===== config.mk =====
export PLATFORM = sky130hd
export DESIGN_NAME = ram_16x8_loader
export DESIGN_NICKNAME = d
export VERILOG_FILES = /design/src/rtl/ram_16x8_loader.sv
export SDC_FILE = /design/constraint.sdc
export NUM_CORES = 1
export LEC_CHECK = 0
export ABC_AREA = 1
export CAP_MARGIN = 0
export CORE_MARGIN = 4
export CORE_UTILIZATION = 39
export CTS_BUF_LIST = sky130_fd_sc_hd__clkbuf_8
export DETAILED_ROUTE_END_ITERATION = 7
export GPL_TIMING_DRIVEN = 0
export PLACE_DENSITY = 0.68
export SLEW_MARGIN = 5
export SYNTH_ARGS = -nofsm -noshare
export SYNTH_HDL_FRONTEND = slang
export SYNTH_SLANG_ARGS = --single-unit

===== constraint.sdc =====
create_clock -name clk -period 1.45 [get_ports clk]
set_input_delay 0.29 -clock clk [delete_from_list [all_inputs] [get_ports clk]]
set_output_delay 0.29 -clock clk [all_outputs]
set_load 0.02 [all_outputs]

===== src/rtl/ram_16x8_loader.sv =====
// ram_16x8_loader
// Program-mode sequencer for the SAP-1 16x8 RAM. Takes a byte stream over a
// valid/ready handshake and writes consecutive RAM addresses starting at 0,
// producing setup / write-pulse / hold timing on the RAM pins, then returns
// the RAM to run mode.
//
// Optional build macro: READBACK_VERIFY_EN (adds a readback compare per byte).
//
// Ports:
//   clk, clr            clock (rising edge), async active-high reset
//   start               one-cycle request to begin a load session
//   in_valid/in_ready   byte handshake, in_data is the byte
//   ram_address         RAM address (0..WORDS-1)
//   ram_data            RAM programmer_data
//   ram_run_or_prog     0 = program, 1 = run
//   ram_write_bar       0 = write strobe active
//   busy, done          session in progress / sticky completion flag
//   mem_value           RAM read data              (READBACK_VERIFY_EN)
//   verify_error        sticky readback mismatch   (READBACK_VERIFY_EN)
//   error_addr          first mismatching address  (READBACK_VERIFY_EN)
//
// state    | meaning
// IDLE     | waiting for start, RAM in run mode
// ACCEPT   | in_ready high, waiting for a byte
// SETUP    | address/data settle before the strobe
// WRITE    | write strobe low for WR_PULSE cycles
// HOLD     | strobe released, address/data held
// READBACK | compare RAM read data to the written byte (verify build only)
module ram_16x8_loader #(
  parameter int WORDS    = 16,
  parameter int WR_PULSE = 2
) (
  input  logic       clk,
  input  logic       clr,
  input  logic       start,
  input  logic       in_valid,
  output logic       in_ready,
  input  logic [7:0] in_data,
  output logic [3:0] ram_address,
  output logic [7:0] ram_data,
  output logic       ram_run_or_prog,
  output logic       ram_write_bar,
  output logic       busy,
  output logic       done
`ifdef READBACK_VERIFY_EN
  ,
  input  logic [7:0] mem_value,
  output logic       verify_error,
  output logic [3:0] error_addr
`endif
);

  localparam logic [2:0] IDLE     = 3'd0;
  localparam logic [2:0] ACCEPT   = 3'd1;
  localparam logic [2:0] SETUP    = 3'd2;
  localparam logic [2:0] WRITE    = 3'd3;
  localparam logic [2:0] HOLD     = 3'd4;
`ifdef READBACK_VERIFY_EN
  localparam logic [2:0] READBACK = 3'd5;
`endif

  localparam int CW = (WR_PULSE > 1) ? $clog2(WR_PULSE) : 1;

  logic [2:0]    state_q, state_d;
  logic [CW-1:0] cnt_q, cnt_d;
  logic [3:0]    addr_q, addr_d;
  logic [7:0]    data_q, data_d;
  logic          rop_q, rop_d;
  logic          wb_q, wb_d;
  logic          in_ready_q, in_ready_d;
  logic          busy_q, busy_d;
  logic          done_q, done_d;
  logic          next_byte;
`ifdef READBACK_VERIFY_EN
  logic          verr_q, verr_d;
  logic [3:0]    eaddr_q, eaddr_d;
`endif

  always_comb begin
    state_d    = state_q;
    cnt_d      = cnt_q;
    addr_d     = addr_q;
    data_d     = data_q;
    rop_d      = rop_q;
    wb_d       = wb_q;
    in_ready_d = in_ready_q;
    busy_d     = busy_q;
    done_d     = done_q;
    next_byte  = 1'b0;
`ifdef READBACK_VERIFY_EN
    verr_d     = verr_q;
    eaddr_d    = eaddr_q;
`endif
    case (state_q)
      IDLE: begin
        if (start) begin
          state_d    = ACCEPT;
          busy_d     = 1'b1;
          done_d     = 1'b0;
          rop_d      = 1'b0;
          addr_d     = 4'd0;
          in_ready_d = 1'b1;
`ifdef READBACK_VERIFY_EN
          verr_d     = 1'b0;
          eaddr_d    = 4'd0;
`endif
        end
      end
      ACCEPT: begin
        if (in_valid && in_ready_q) begin
          data_d     = in_data;
          in_ready_d = 1'b0;
          state_d    = SETUP;
        end
      end
      SETUP: begin
        wb_d    = 1'b0;
        cnt_d   = CW'(WR_PULSE - 1);
        state_d = WRITE;
      end
      WRITE: begin
        // down-counter: terminal count releases the strobe
        if (cnt_q == '0) begin
          wb_d    = 1'b1;
          state_d = HOLD;
        end else begin
          cnt_d = cnt_q - 1'b1;
        end
      end
      HOLD: begin
`ifdef READBACK_VERIFY_EN
        state_d = READBACK;
`else
        next_byte = 1'b1;
`endif
      end
`ifdef READBACK_VERIFY_EN
      READBACK: begin
        // only the first mismatch is recorded
        if ((mem_value != data_q) && !verr_q) begin
          verr_d  = 1'b1;
          eaddr_d = addr_q;
        end
        next_byte = 1'b1;
      end
`endif
      default: state_d = IDLE;
    endcase

    if (next_byte) begin
      if (addr_q == 4'(WORDS - 1)) begin
        rop_d   = 1'b1;
        busy_d  = 1'b0;
        done_d  = 1'b1;
        state_d = IDLE;
      end else begin
        addr_d     = addr_q + 4'd1;
        in_ready_d = 1'b1;
        state_d    = ACCEPT;
      end
    end
  end

  always_ff @(posedge clk or posedge clr) begin
    if (clr) begin
      state_q    <= IDLE;
      cnt_q      <= '0;
      addr_q     <= 4'd0;
      data_q     <= 8'd0;
      rop_q      <= 1'b1;
      wb_q       <= 1'b1;
      in_ready_q <= 1'b0;
      busy_q     <= 1'b0;
      done_q     <= 1'b0;
`ifdef READBACK_VERIFY_EN
      verr_q     <= 1'b0;
      eaddr_q    <= 4'd0;
`endif
    end else begin
      state_q    <= state_d;
      cnt_q      <= cnt_d;
      addr_q     <= addr_d;
      data_q     <= data_d;
      rop_q      <= rop_d;
      wb_q       <= wb_d;
      in_ready_q <= in_ready_d;
      busy_q     <= busy_d;
      done_q     <= done_d;
`ifdef READBACK_VERIFY_EN
      verr_q     <= verr_d;
      eaddr_q    <= eaddr_d;
`endif
    end
  end

  assign in_ready        = in_ready_q;
  assign ram_address     = addr_q;
  assign ram_data        = data_q;
  assign ram_run_or_prog = rop_q;
  assign ram_write_bar   = wb_q;
  assign busy            = busy_q;
  assign done            = done_q;
`ifdef READBACK_VERIFY_EN
  assign verify_error    = verr_q;
  assign error_addr      = eaddr_q;
`endif

endmodule


Figure 1. Met1 routing (run 1).
(8 px per um) Supply wires on this layer in gray. Cells faint in the background.
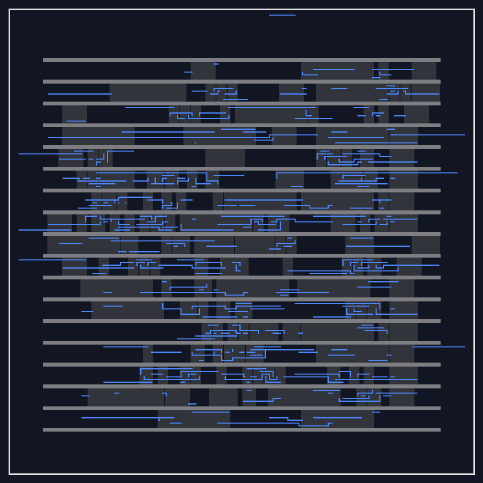
146 nets have wire on it. The longest straight run is 27.6 um. The wires run mostly horizontal. The layer holds 46% of the routed length. The layer carries 962 um of wire.
Post-Route WL: 2090 um
met1 Usage GRT: 0.185

Figure 2. Met2 routing (run 1).
(8 px per um)
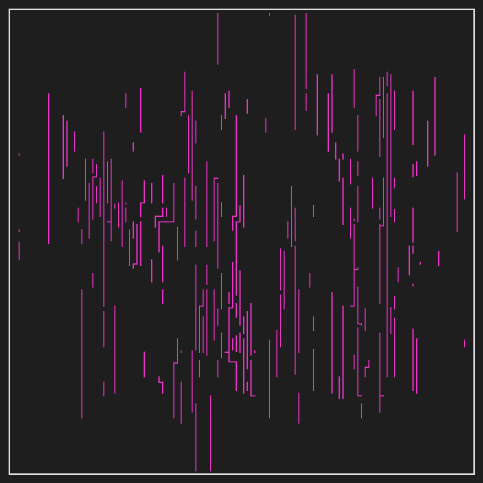
The layer carries 926 um of wire. The wires run mostly vertical. The longest straight run is 35.4 um. The layer holds 44% of the routed length.
via count: 853
grt met2 use: 0.210

Figure 3. Metal 3 (run 1).
(10 px per um) Cells faint in the background.
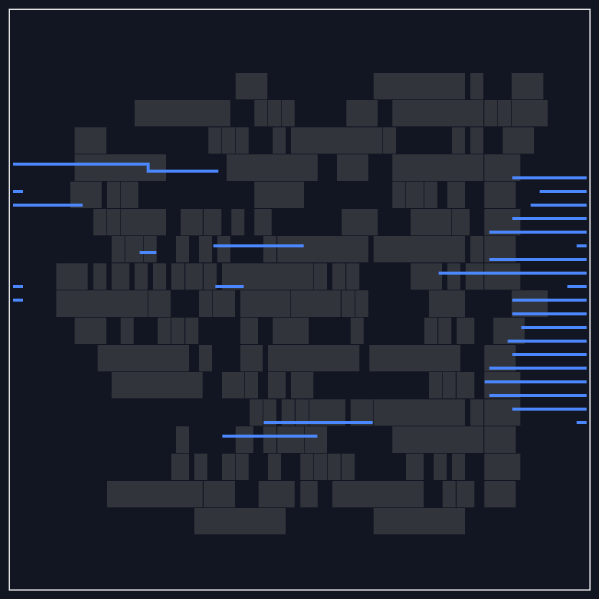
The layer holds 9.2% of the routed length. The layer carries 193 um of wire.

Figure 4. Routing congestion (run 1).
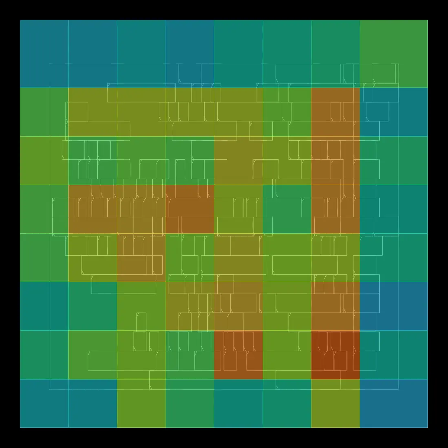
fin util: 0.571
layer with the highest usage: met2
GRT Util Overall: 0.135
met3 usage: 0.0423

==> out/qor.csv, run 1 <==
metric,value,unit
Comb. pwr,1.16,mW
Remaining DRCs,0,
CP top delay family,flip-flops,
Synth Warn #,0,
multi-input logic area,385,um^2
I/O Pins,29,
actual slew at the worst max-slew pin,0.783,ns
post-synthesis cell count,119,
VDD IR max,947,uV
Tcrit/Tclk final,0.959,
Clk pwr share,0.143,
status,"complete, no violations",
cell total after placement,175,
uppermost routed layer,met4,
Basic Gates by Area,0.363,
synth cell count leaders,"47 x nand2_1, 19 x dfrtp_1, 15 x nand3_1, 10 x inv_1, 5 x nor2_1",
hold-fix buffers at CTS,0,
R2R Setup Slk,0.18,ns
Post-CTS Setup Repair Bufs,0,
hold crit path type,flip-flop to flip-flop,
first-pass GRT wire length,3630,um
cell type with the largest total area,dfrtp_1,
CP cell instances,dlygate4sd2_1,
chip area,3360,um^2
met2 WL,925,um
adder share,0.0129,
hold slack,0.465,ns
combinational gates,83,
critical path class,flip-flop to primary output,
register area,528,um^2
vias in the first global route,808,
most frequent cell after synthesis,nand2_1,
CTS-repair resized insts,17,
clk buf depth,2,
Clk power,360,uW
wire length on met3,193,um
design area,1310,um^2
relative slew slack,0.478,
==> run 1 -> run 2 <==
--- a/config.mk
+++ b/config.mk
@@ -6,7 +6,6 @@
 export NUM_CORES = 1
 export LEC_CHECK = 0
 export ABC_AREA = 1
-export CAP_MARGIN = 0
 export CORE_MARGIN = 4
 export CORE_UTILIZATION = 39
 export CTS_BUF_LIST = sky130_fd_sc_hd__clkbuf_8
Figure 5. Met1 routing (run 2).
(8 px per um) Supply wires on this layer in gray. Cells faint in the background.
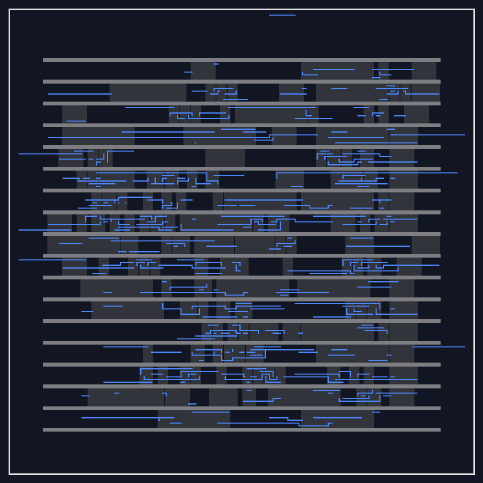

==> out/qor.csv, run 2 <==
metric,value,unit,change
Comb. pwr,1.16,mW,about the same
status,"complete, no violations",,
Remaining DRCs,0,,unchanged
Basic Gates by Area,0.363,,unchanged
Post-CTS Setup Repair Bufs,0,,unchanged
hold crit path type,flip-flop to flip-flop,,
Clk pwr share,0.143,,about the same
Critical path origin,ram_write_bar,,
Inserted Clock Buffers,3,,
CP Buf/Inv Count,1,,
CP Max Fanout,2,,
uppermost routed layer,met4,,
VDD IR max,947,uV,unchanged
Pwr top,combinational cells,,
vias in the first global route,808,,unchanged
Clock Pin Slew Worst Setup and Hold Paths,0.07,ns,
clk tree area frac,0.0344,,
critical path class,flip-flop to primary output,,
combinational gates,83,,unchanged
met2 WL,925,um,unchanged
most frequent cell after synthesis,nand2_1,,
relative slew slack,0.478,,unchanged
register area,528,um^2,unchanged
fin util,0.571,,unchanged
hold-fix buffers at CTS,0,,unchanged
Post-Route WL,2090,um,unchanged
yosys cell count,119,,
tap cell count,28,,
CP cell instances,dlygate4sd2_1,,
"Slowest-stage cell, CP",dfstp_2,,
flop share of the area,0.403,,
met3 usage,0.0423,,unchanged
clk buf depth,2,,unchanged
actual slew at the worst max-slew pin,0.783,ns,unchanged
grt ovf,0,,
setup_tns,0,ns,
chip area,3360,um^2,unchanged
most instantiated logic cells after routing,"47 x nand2_1, 19 x dfrtp_1, 17 x dlygate4sd2_1, 15 x nand3_1",,
Biggest Area Class,flip-flops and latches,,
Top area cell types,"dfrtp_1 49%, nand2_1 18%, nand3_1 7.7%",,
synth cell count leaders,"47 x nand2_1, 19 x dfrtp_1, 15 x nand3_1, 10 x inv_1, 5 x nor2_1",,
cell total after placement,175,,unchanged
design area,1310,um^2,unchanged
layer with the highest usage,met2,,
first-pass GRT wire length,3630,um,unchanged
Startpoint Class,flip-flop,,
most instantiated logic cell after routing,nand2_1,,
cell type with the largest total area,dfrtp_1,,
multi-input logic area,385,um^2,unchanged
Reg2Reg Depth,7,,
I/O Pins,29,,unchanged
via count,853,,unchanged
GRT Util Overall,0.135,,unchanged
CP top delay family,flip-flops,,
CTS-repair resized insts,17,,unchanged
Synth Warn #,0,,unchanged
OpenROAD warning count,26,,
comb area leader,simple AND/OR/NAND/NOR gates,,
grt met2 use,0.210,,unchanged
Die Wd,57.9,um,
Antenna diodes,0,,
P_seq,1.00,mW,
Clk power,360,uW,about the same
max reg flops,8,,
Reg-to-Reg End,ram_address[3],,
post-synthesis cell count,119,,unchanged
Tcrit/Tclk final,0.959,,unchanged
met1 Usage GRT,0.185,,unchanged
hold slack,0.465,ns,unchanged
worst setup path end,ram_write_bar,,
==> run 2 -> run 3 <==
--- a/config.mk
+++ b/config.mk
@@ -12,6 +12,7 @@
 export DETAILED_ROUTE_END_ITERATION = 7
 export GPL_TIMING_DRIVEN = 0
 export PLACE_DENSITY = 0.68
+export RECOVER_POWER = 25
 export SLEW_MARGIN = 5
 export SYNTH_ARGS = -nofsm -noshare
 export SYNTH_HDL_FRONTEND = slang
Figure 6. Clock distribution (run 3).
(4 px per um)
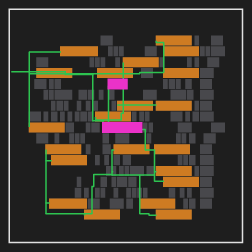
Key: orange = flip-flops [count 21]; magenta = cells driving clock nets [count 3]; green = clock wires [length 249 um]
There are 4 routed clock nets.

==> out/qor.csv, run 3 <==
metric,value,unit,change
Clk power,360,uW,about the same
CP cell instances,dlygate4sd2_1,,
Tcrit/Tclk final,0.959,,about the same
number of enable flip-flop cells,0,,
hold-fix buffers at CTS,0,,unchanged
Initial DRT Pass Iterations,4,,
met1 Usage GRT,0.185,,unchanged
most instantiated logic cell after routing,nand2_1,,
uppermost routed layer,met4,,
synth cell count leaders,"47 x nand2_1, 19 x dfrtp_1, 15 x nand3_1, 10 x inv_1, 5 x nor2_1",,
cell total after placement,175,,unchanged
clk tree area frac,0.0344,,+0.0000656
"Slowest-stage cell, CP",dfstp_2,,
multi-input logic area,383,um^2,-0.65%
sequential share of the synthesized area,0.543,,
CTS Sinks,21,,
largest net degree at the start of global routing,22,,
setup_tns,0,ns,unchanged
most instantiated logic cells after routing,"47 x nand2_1, 19 x dfrtp_1, 17 x dlygate4sd2_1, 15 x nand3_1, 11 x inv_1",,
status,"complete, no violations",,
OpenROAD warning count,26,,unchanged
final setup fails,0,,
fmax,719,MHz,
critical path class,flip-flop to primary output,,
Synth Warn #,0,,unchanged
flop share of the area,0.403,,+0.000769
actual slew at the worst max-slew pin,0.783,ns,+0.0000736 ns
CTS-repair resized insts,17,,unchanged
hold crit path type,flip-flop to flip-flop,,
sw power,1.09,mW,
via count,858,,+0.59%
Comb. pwr,1.15,mW,about the same
Post-Route WL,2090,um,-0.19%
Post-CTS Setup Repair Bufs,0,,unchanged
Remaining DRCs,0,,unchanged
Clk pwr share,0.143,,about the same
Clock Pin Slew Worst Setup and Hold Paths,0.07,ns,about the same
relative slew slack,0.478,,about the same
register area,528,um^2,unchanged
P_seq,998,uW,about the same
reg2reg start,state_q[0],,
Initial Utilization,0.423,,
worst setup path end,ram_write_bar,,
Inserted Clock Buffers,3,,unchanged
Port Buffer Count,28,,
Pwr top,combinational cells,,
Top area cell types,"dfrtp_1 49%, nand2_1 18%, nand3_1 7.7%",,
CP Max Fanout,2,,unchanged
Reg2Reg Depth,6,,-1
fin util,0.570,,-0.00109
clk buf depth,2,,unchanged
first-pass GRT wire length,3630,um,unchanged
grt ovf,0,,unchanged
max reg flops,8,,unchanged
tap cell count,28,,unchanged
grt met2 use,0.210,,unchanged
layer with the highest usage,met2,,
Die Wd,57.9,um,unchanged
Reg-to-Reg End,ram_address[3],,
post-synthesis cell count,119,,unchanged
setup ws final,0.0596,ns,
CP top delay family,flip-flops,,
met3 usage,0.0423,,unchanged
WL/cell,11.7,um,
VDD IR max,947,uV,about the same
GRT Util Overall,0.135,,unchanged
most frequent cell after synthesis,nand2_1,,
vias in the first global route,808,,unchanged
CP Buf/Inv Count,1,,unchanged
chip area,3360,um^2,unchanged
hold slack,0.465,ns,unchanged
Antenna diodes,0,,unchanged
Basic Gates by Area,0.363,,unchanged
Startpoint Class,flip-flop,,
Biggest Area Class,flip-flops and latches,,
yosys cell count,119,,unchanged
P_int,1.42,mW,
met2 WL,919,um,-0.65%
Logic pwr share,0.459,,
design area,1310,um^2,-0.19%
Power and IR drop assume default switching activity.
